<file path="src/rtl/alu_pkg.sv">
// Shared ALU opcodes, BIST FSM encoding and polynomial defaults.
// Also holds the LFSR step and the ALU golden-model helpers.
package alu_pkg;
  localparam logic [3:0] ALU_AND = 4'b0000;
  localparam logic [3:0] ALU_OR  = 4'b0001;
  localparam logic [3:0] ALU_ADD = 4'b0010;
  localparam logic [3:0] ALU_SUB = 4'b0110;

  localparam logic [31:0] DEF_LFSR_TAPS = 32'h00400007;
  localparam logic [31:0] DEF_MISR_POLY = 32'h04C11DB7;

  typedef enum logic [1:0] {ST_IDLE, ST_APPLY, ST_SAMPLE, ST_DONE} bist_state_e;

  function automatic logic [31:0] lfsr_step(input logic [31:0] l, input logic [31:0] taps);
    return {l[30:0], 1'b0} ^ (l[31] ? taps : 32'h0);
  endfunction

  // Op index within a vector -> opcode, in the fixed AND/OR/ADD/SUB order.
  function automatic logic [3:0] op_of(input logic [1:0] idx);
    case (idx)
      2'd0:    return ALU_AND;
      2'd1:    return ALU_OR;
      2'd2:    return ALU_ADD;
      default: return ALU_SUB;
    endcase
  endfunction

  function automatic logic [31:0] alu_golden(input logic [31:0] a, input logic [31:0] b,
                                             input logic [3:0] op);
    case (op)
      ALU_AND: return a & b;
      ALU_OR:  return a | b;
      ALU_ADD: return a + b;
      ALU_SUB: return a - b;
      default: return 32'h0;
    endcase
  endfunction
endpackage

</file>
<file path="src/rtl/alu_bist_if.sv">
// Combinational ALU operand/result bus between the BIST initiator and the ALU.
interface alu_bist_if;
  logic [31:0] alu_a;
  logic [31:0] alu_b;
  logic [3:0]  alu_op;
  logic [31:0] alu_result;

  modport master (output alu_a, alu_b, alu_op, input alu_result);
  modport slave  (input alu_a, alu_b, alu_op, output alu_result);
endinterface

</file>
<file path="src/rtl/alu_bist_lfsr.sv">
// Seedable 32-bit Galois LFSR; o_next is the state one step ahead.
module alu_bist_lfsr
  import alu_pkg::*;
#(
  parameter logic [31:0] TAPS = DEF_LFSR_TAPS
) (
  input  logic        clk,
  input  logic        rst_n,
  input  logic        i_load,
  input  logic [31:0] i_seed,
  input  logic        i_step,
  output logic [31:0] o_state,
  output logic [31:0] o_next
);
  logic [31:0] r_state;

  always_ff @(posedge clk or negedge rst_n) begin
    if (!rst_n)      r_state <= '0;
    else if (i_load) r_state <= i_seed;
    else if (i_step) r_state <= lfsr_step(r_state, TAPS);
  end

  assign o_state = r_state;
  assign o_next  = lfsr_step(r_state, TAPS);
endmodule

</file>
<file path="src/rtl/alu_bist.sv">
// ALU BIST initiator: walks LFSR operand pairs through AND/OR/ADD/SUB,
// checks each result against the golden model and folds it into a MISR.
module alu_bist
  import alu_pkg::*;
#(
  parameter int          N_VECTORS = 16,
  parameter logic [31:0] SEED      = 32'h00000001,
  parameter logic [31:0] LFSR_TAPS = DEF_LFSR_TAPS,
  parameter logic [31:0] MISR_POLY = DEF_MISR_POLY
) (
  input  logic        clk,
  input  logic        rst_n,
  input  logic        start,
  alu_bist_if.master  bus,
  output logic        busy,
  output logic        done,
  output logic        pass,
  output logic [15:0] err_count,
  output logic [31:0] signature,
  output logic [15:0] fail_vec,
  output logic [3:0]  fail_op,
  output logic        fail_valid
);
  bist_state_e r_state;
  logic [31:0] r_alu_a, r_alu_b, r_sig;
  logic [3:0]  r_alu_op, r_fail_op;
  logic [15:0] r_vec, r_err, r_fail_vec;
  logic [1:0]  r_opi;
  logic        r_busy, r_done, r_pass, r_fail_valid;

  logic [31:0] w_lfsr, w_lfsr_next, w_golden, w_sig_next;
  logic [15:0] w_err_next;
  logic        w_mis, w_last, w_start, w_step;

  assign w_start  = start && (r_state == ST_IDLE || r_state == ST_DONE);
  // Two LFSR steps per vector, taken during ops 0/1, leave it at the next a.
  assign w_step   = (r_state == ST_SAMPLE) && (r_opi == 2'd0 || r_opi == 2'd1);
  assign w_golden = alu_golden(r_alu_a, r_alu_b, r_alu_op);
  assign w_mis    = bus.alu_result != w_golden;
  assign w_err_next = (w_mis && r_err != 16'hFFFF) ? r_err + 16'd1 : r_err;
  assign w_sig_next = {r_sig[30:0], 1'b0} ^ (r_sig[31] ? MISR_POLY : 32'h0) ^ bus.alu_result;
  assign w_last   = (r_opi == 2'd3) && (r_vec == 16'(N_VECTORS - 1));

  alu_bist_lfsr #(.TAPS(LFSR_TAPS)) u_lfsr (
    .clk     (clk),
    .rst_n   (rst_n),
    .i_load  (w_start),
    .i_seed  (SEED),
    .i_step  (w_step),
    .o_state (w_lfsr),
    .o_next  (w_lfsr_next)
  );

  always_ff @(posedge clk or negedge rst_n) begin
    if (!rst_n) begin
      r_state      <= ST_IDLE;
      r_alu_a      <= '0;
      r_alu_b      <= '0;
      r_alu_op     <= '0;
      r_sig        <= '0;
      r_err        <= '0;
      r_vec        <= '0;
      r_opi        <= '0;
      r_fail_vec   <= '0;
      r_fail_op    <= '0;
      r_fail_valid <= 1'b0;
      r_busy       <= 1'b0;
      r_done       <= 1'b0;
      r_pass       <= 1'b0;
    end else begin
      case (r_state)
        ST_IDLE, ST_DONE: if (start) begin
          r_state      <= ST_APPLY;
          r_alu_a      <= SEED;
          r_alu_b      <= lfsr_step(SEED, LFSR_TAPS);
          r_alu_op     <= ALU_AND;
          r_sig        <= '0;
          r_err        <= '0;
          r_vec        <= '0;
          r_opi        <= '0;
          r_fail_vec   <= '0;
          r_fail_op    <= '0;
          r_fail_valid <= 1'b0;
          r_busy       <= 1'b1;
          r_done       <= 1'b0;
          r_pass       <= 1'b0;
        end
        ST_APPLY: r_state <= ST_SAMPLE;
        ST_SAMPLE: begin
          r_err <= w_err_next;
          r_sig <= w_sig_next;
          if (w_mis && !r_fail_valid) begin
            r_fail_valid <= 1'b1;
            r_fail_vec   <= r_vec;
            r_fail_op    <= r_alu_op;
          end
          if (w_last) begin
            r_state <= ST_DONE;
            r_busy  <= 1'b0;
            r_done  <= 1'b1;
            r_pass  <= (w_err_next == 16'd0);
          end else begin
            r_state <= ST_APPLY;
            if (r_opi == 2'd3) begin
              r_vec    <= r_vec + 16'd1;
              r_opi    <= 2'd0;
              r_alu_op <= ALU_AND;
              r_alu_a  <= w_lfsr;
              r_alu_b  <= w_lfsr_next;
            end else begin
              r_opi    <= r_opi + 2'd1;
              r_alu_op <= op_of(r_opi + 2'd1);
            end
          end
        end
        default: r_state <= ST_IDLE;
      endcase
    end
  end

  assign bus.alu_a  = r_alu_a;
  assign bus.alu_b  = r_alu_b;
  assign bus.alu_op = r_alu_op;
  assign busy       = r_busy;
  assign done       = r_done;
  assign pass       = r_pass;
  assign err_count  = r_err;
  assign signature  = r_sig;
  assign fail_vec   = r_fail_vec;
  assign fail_op    = r_fail_op;
  assign fail_valid = r_fail_valid;
endmodule

</file>
<file path="src/flat_wrapper.sv">
// flat-port wrapper written by rule: the top's interface ports become plain ports
module alu_bist_flat import alu_pkg::*;
#(
  parameter int          N_VECTORS = 16,
  parameter logic [31:0] SEED      = 32'h00000001,
  parameter logic [31:0] LFSR_TAPS = DEF_LFSR_TAPS,
  parameter logic [31:0] MISR_POLY = DEF_MISR_POLY
)
  (clk, rst_n, start, busy, done, pass, err_count, signature, fail_vec, fail_op, fail_valid, bus_alu_a, bus_alu_b, bus_alu_op, bus_alu_result);
  alu_bist_if bus_i ();
  input  logic clk;
  input  logic rst_n;
  input  logic start;
  output logic busy;
  output logic done;
  output logic pass;
  output logic [15:0] err_count;
  output logic [31:0] signature;
  output logic [15:0] fail_vec;
  output logic [3:0] fail_op;
  output logic fail_valid;
  output wire logic [$bits(bus_i.alu_a)-1:0] bus_alu_a;
  output wire logic [$bits(bus_i.alu_b)-1:0] bus_alu_b;
  output wire logic [$bits(bus_i.alu_op)-1:0] bus_alu_op;
  input wire logic [$bits(bus_i.alu_result)-1:0] bus_alu_result;
  assign bus_alu_a = bus_i.alu_a;
  assign bus_alu_b = bus_i.alu_b;
  assign bus_alu_op = bus_i.alu_op;
  assign bus_i.alu_result = bus_alu_result;
  alu_bist #(.N_VECTORS(N_VECTORS), .SEED(SEED), .LFSR_TAPS(LFSR_TAPS), .MISR_POLY(MISR_POLY)) u_core (.clk(clk), .rst_n(rst_n), .start(start), .bus(bus_i), .busy(busy), .done(done), .pass(pass), .err_count(err_count), .signature(signature), .fail_vec(fail_vec), .fail_op(fail_op), .fail_valid(fail_valid));
endmodule
</file>
<file path="config.mk">
export PLATFORM = sky130hd
export DESIGN_NAME = alu_bist_flat
export DESIGN_NICKNAME = d
export VERILOG_FILES = /design/src/rtl/alu_pkg.sv /design/src/rtl/alu_bist_if.sv /design/src/rtl/alu_bist_lfsr.sv /design/src/rtl/alu_bist.sv /design/src/flat_wrapper.sv
export SDC_FILE = /design/constraint.sdc
export NUM_CORES = 1
export LEC_CHECK = 0
export ABC_AREA = 1
export CAP_MARGIN = 20
export CELL_PAD_IN_SITES_DETAIL_PLACEMENT = 0
export CELL_PAD_IN_SITES_GLOBAL_PLACEMENT = 2
export CORE_ASPECT_RATIO = 0.9
export CORE_UTILIZATION = 33
export CTS_CLUSTER_DIAMETER = 120
export CTS_CLUSTER_SIZE = 14
export DETAILED_ROUTE_END_ITERATION = 8
export HOLD_SLACK_MARGIN = 0.05
export PLACE_DENSITY_LB_ADDON = 0.3
export SYNTH_ARGS = -nofsm -noshare
export SYNTH_HDL_FRONTEND = slang
export SYNTH_SLANG_ARGS = --single-unit
</file>
<file path="constraint.sdc">
create_clock -name clk -period 7.1 [get_ports clk]
set_clock_uncertainty 0.05 [all_clocks]
set_input_delay 2.13 -clock clk [delete_from_list [all_inputs] [get_ports clk]]
set_output_delay 2.13 -clock clk [all_outputs]
set_load 0.005 [all_outputs]
</file>
Figure 1. Routing congestion map (run 1).
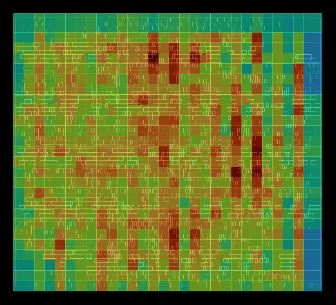
GRT Total Usage: 0.2305
GRT met1 Usage: 0.3353

Figure 2. Wiring heat map (run 1).
21 x 19 tiles, from white (low) to dark blue (high), scaled to the fullest tile. Values are wire area over tile area, all layers added.
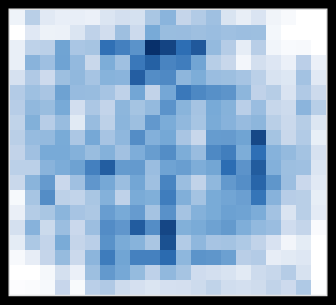
nearly empty tiles = 3.5%
densest ninth of the die = top centre
emptiest ninth of the die = upper right
fullest tile = 0.47

Figure 3. A small window of the routed layout (run 1).
The bar under the picture is 5 um long. Window x 144 to 164, y 129 to 149 um. Cells in grey, sequential cells in the stronger grey; small squares are vias.
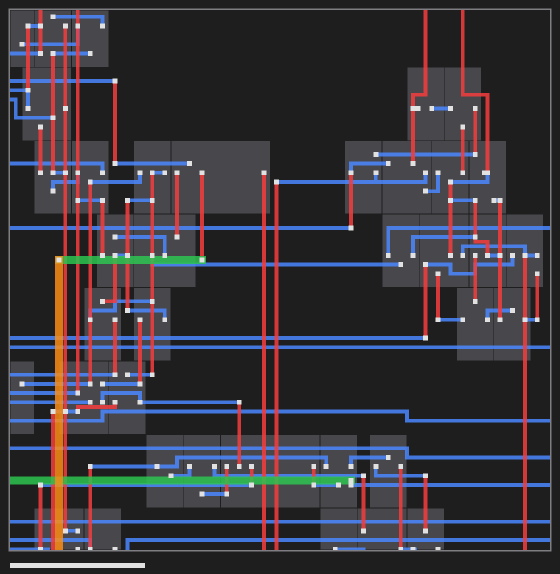
orange -> met4
blue -> met1
green -> met3
red -> met2
sequential cells in the window = 0
cells with their middle in the window = 37
most frequent = nand2_1 (19), inv_1 (6), nand3_1 (5)

==> run 1: power groups by stage <==
stage               Combinational (mW)  Clock (mW)  Sequential (mW)
floorplan                        0.223           0             1.11
global placement                 0.512           0             1.13
detailed placement               0.515           0             1.13
CTS                              0.517        1.01             1.11
global route                     0.568        1.04             1.12
finish                           0.509       0.988             1.11
==> run 1: critical path: cells and delay by family (launching register included) <==
family	cells	cell delay, ns
flip-flops	1	0.45
AND/OR/NAND/NOR	25	3.48
adder cells (fa/ha/maj)	2	0.57
buffers and inverters	3	0.32
XOR/XNOR	1	0.17
AND-OR/OR-AND	2	0.82
==> run 1: path summary, 6_finish.rpt <==
| path | start | cells past startpoint | end |
|---|---|---|---|
| max | u_core.bus.alu_b[0] | 33 | u_core.fail_vec[0] |
| min | u_core.done | 2 | u_core.done |
| max reg2reg | u_core.bus.alu_b[0] | 33 | u_core.fail_vec[0] |
| max in group asynchronous | rst_n | 2 | u_core.err_count[4] |
| min reg2reg | u_core.done | 2 | u_core.done |
| min in group asynchronous | rst_n | 1 | u_core.bus.alu_b[8] |
==> run 1: routing by layer <==
metal	wire length, um	track usage	vias to the layer above
li1	-	-	5897
met1	21420	0.3353	5522
met3	1640	0.03149	27
met4	649	0.05215	0
met2	18770	0.3591	227
met5	0	0	-
==> run 1: cells in the mapped netlist (19+ instances only) <==
cell type	count	area, sq um
xor2_1	61	534.3
xnor2_1	35	306.5
o22ai_1	19	118.9
buf_4	32	240.2
clkbuf_1	29	108.9
ha_1	43	538.0
o21ai_0	118	590.6
nand2_1	474	1779
o32ai_1	19	166.4
a21oi_1	46	230.2
nand3_1	154	770.7
dfrtp_1	160	4004
nor3_1	23	115.1
inv_1	297	1115
nor2_1	119	446.7
==> run summary, run 1 <==
run results: num rows=66, final core occ=0.4058, hold_ws=0.4359 ns, tool warnings=33, Layout Area Growth over Synthesis=20.27%, first-pass GRT wire length=65.88 mm, fin worst setup slack=1.145 ns, largest net degree at the start of global routing=58, TritonCTS buffer count=17, Min-Delay Path Class=flop to flop, Post-synth ARST share=1.000, Compound Share, Synth=0.1180, Ys Warns=0, fa+ha+maj area frac=0.04542, Peak Freq=0.1679 GHz, register area=4004 sq um, status=finished, final reports clean, vias per std cell=4.860, non-filler instance count after layout=2402, xor/xnor share=0.06843, clock buf count=20, Final Instance Area=14780 sq um, crit-path most repeated cell=nand2_1, DRC errors left=0, Top logic family=simple AND/OR/NAND/NOR gates, RSZ-0062 raised after global routing=false, Post-Syn Area per Cell=6.841 sq um, worst slack at placement=1.121 ns, Worst-path clk slew=0.07 ns, Switching Fraction=0.2858, I/O Pins=175, postcts setup bufs=0, vias after detailed routing=11670, min cycle time layout=5.955 ns, Post-synth EDFFs=0, fraction of the cycle the final worst path needs=0.8388, logic share of the area=0.4483, clk cell area share=0.04072, CP max stage delay=0.61 ns, Worst EP arrival=6.26 ns, critical path launch point type=flop, CTS tree=yes
Figure 4. Signal wires by layer (run 1).
The bar under the picture is 50 um long. Two of the layers only.
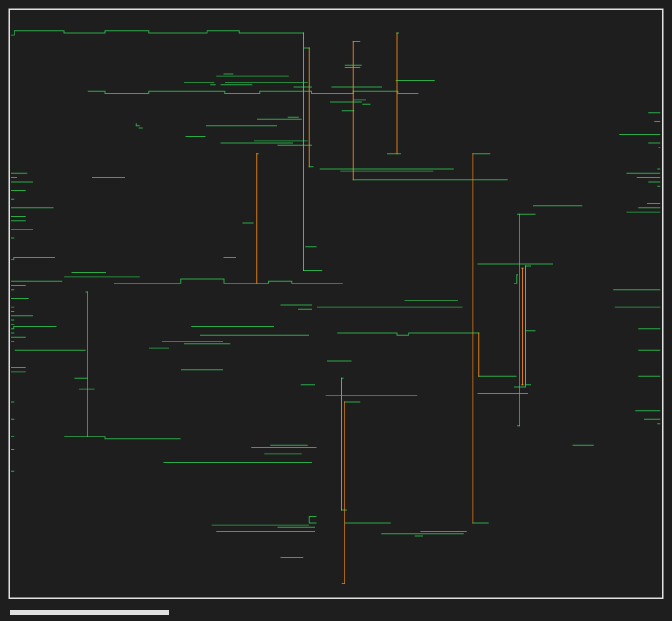

## Run 2: what changed since run 1
- CORE_UTILIZATION: 33 -> 28
- clock period: 7.1 -> 5.3 ns (I/O delays scaled with it)
Figure 5. Signal wires by layer (run 2).
The bar under the picture is 50 um long. Two of the layers only.
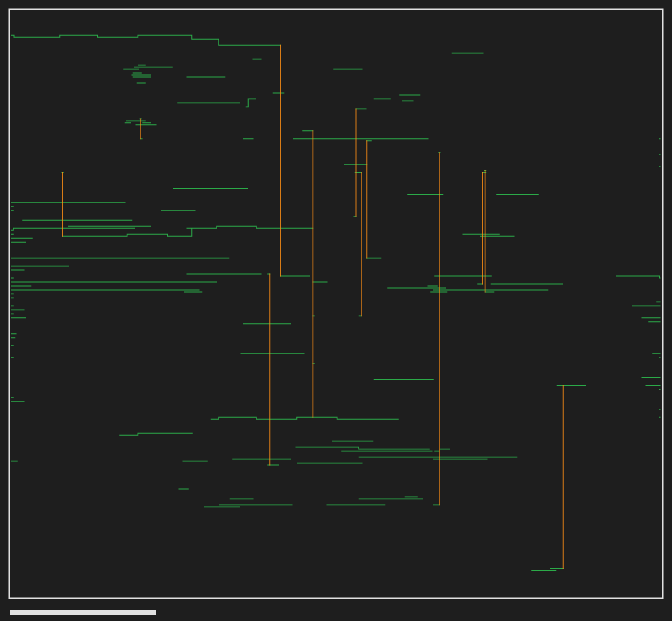
green -> met3  # wire length 1620 um
orange -> met4  # wire length 659 um

==> run 2 against run 1 <==
Compared with the run above: wire length up 2.7%; sequential share of layout area down 1.3 points; global-route usage down 3.5 points; core utilization down 4.6 points; synthesized cell count unchanged; first-iteration DRC count down 9.6%; critical endpoint is now u_core.pass.
==> run summary, run 2 <==
run results: met3 Use GR=0.02971, highest metal used=met4, Post-synth EDFFs=0, vias per std cell=4.677, GRT Total Usage=0.1957, Post-Syn Area per Cell=6.841 sq um, largest net degree at the start of global routing=116, fraction of the cycle the final worst path needs=0.9735, GRT met1 Usage=0.2770, min cycle time layout=5.159 ns, capturing point of the worst reg2reg path=u_core.pass, non-filler instance count after layout=2528, I/O Pins=175, Min-Delay Path Class=flop to flop, GR met2 Demand/Resource=0.3145, postcts setup bufs=0, Post-synth top cells=474 x nand2_1, 297 x inv_1, 160 x dfrtp_1, 154 x nand3_1, 119 x nor2_1, final core occ=0.3601, num rows=72, tool warnings=36, critical path launch point type=flop, WL met1=21.23 mm, leading area contributor after synthesis=dfrtp_1, first-pass GRT wire length=67.25 mm, Final Instance Area=15540 sq um, worst slack at placement=-0.1864 ns, fin worst setup slack=0.1405 ns, DRC errors left=0, Hold Crit Endpoint=u_core.busy, CP max stage delay=0.39 ns, Top delay family on crit path=simple AND/OR/NAND/NOR gates, min-delay src=u_core.busy, metal3 WL=1.620 mm, CTS tree=yes, Peak Freq=0.1938 GHz, TritonCTS buffer count=17, crit-path most repeated cell=nand2_1, status=finished, final reports clean, hold_ws=0.4456 ns, Max-area cell share=0.3259, Met2 Wirelength=20.10 mm, Ys Warns=0, Cell area leaders=dfrtp_1 33%, nand2_1 14%, inv_1 9.1%, nand3_1 6.3%, o21ai_0 4.8%, vias after detailed routing=11820, worst r2r path cells=38, Yosys top cell by instances=nand2_1
run 2: netlist changes by cell type in the layout (fill, tap and decap cells not counted), moves of 7 or more:
cell	delta
buf_4	+40
nand2_1	-16
nand2_2	+13
inv_1	-8
inv_2	+7
o21ai_0	-7
run 2: power by group through the flow:
stage	combinational [mW]	sequential, mW	clock [mW]
floorplan	0.299	1.49	0
global placement	0.701	1.50	0
detailed placement	0.702	1.50	0
CTS	0.707	1.48	1.30
global route	0.763	1.50	1.35
finish	0.689	1.47	1.26
run 2: worst reg2reg max path: cells and delay by family (launching register included):
family | cells | cell delay [ns]
DFF | 1 | 0.39
adders and majority gates | 2 | 0.54
and+or+nand+nor | 29 | 3.03
buffers and inverters | 3 | 0.39
AOI/OAI and AO/OA | 3 | 0.46
xor gates and xnor gates | 1 | 0.17
run 2: logic make-up after synthesis:
kind of cell             Yosys count  share of synthesized area
flip-flops                       160                     0.3259
other                              1                  0.0003052
AND/OR/NAND/NOR                  857                     0.3061
XOR/XNOR                          96                    0.06843
adder cells (fa/ha/maj)           44                    0.04542
AND-OR/OR-AND                    244                     0.1180
buffers and inverters            394                     0.1358
run 2: worst max path at each step:
| stage | from | endpoint | cells after the start |
|---|---|---|---|
| floorplan | u_core.bus.alu_b[0] | u_core.fail_vec[8] | 35 |
| global placement | u_core.bus.alu_b[1] | u_core.pass | 36 |
| detailed placement | u_core.bus.alu_b[1] | u_core.pass | 36 |
| CTS | u_core.bus.alu_b[1] | u_core.pass | 36 |
| global route | u_core.bus.alu_b[1] | u_core.pass | 40 |
| finish | u_core.bus.alu_b[1] | u_core.pass | 38 |
run 2: layout make-up:
cell class,instances,area [sq um]
fillers,4669,27610
repair buffers,226,2177
clock buffers,19,452.9
flip-flops and latches,160,4004
clock inverters,12,122.6
inverters,311,1171
multi-input cells,1245,6918
well taps,555,694.4
Power and IR drop assume default switching activity.
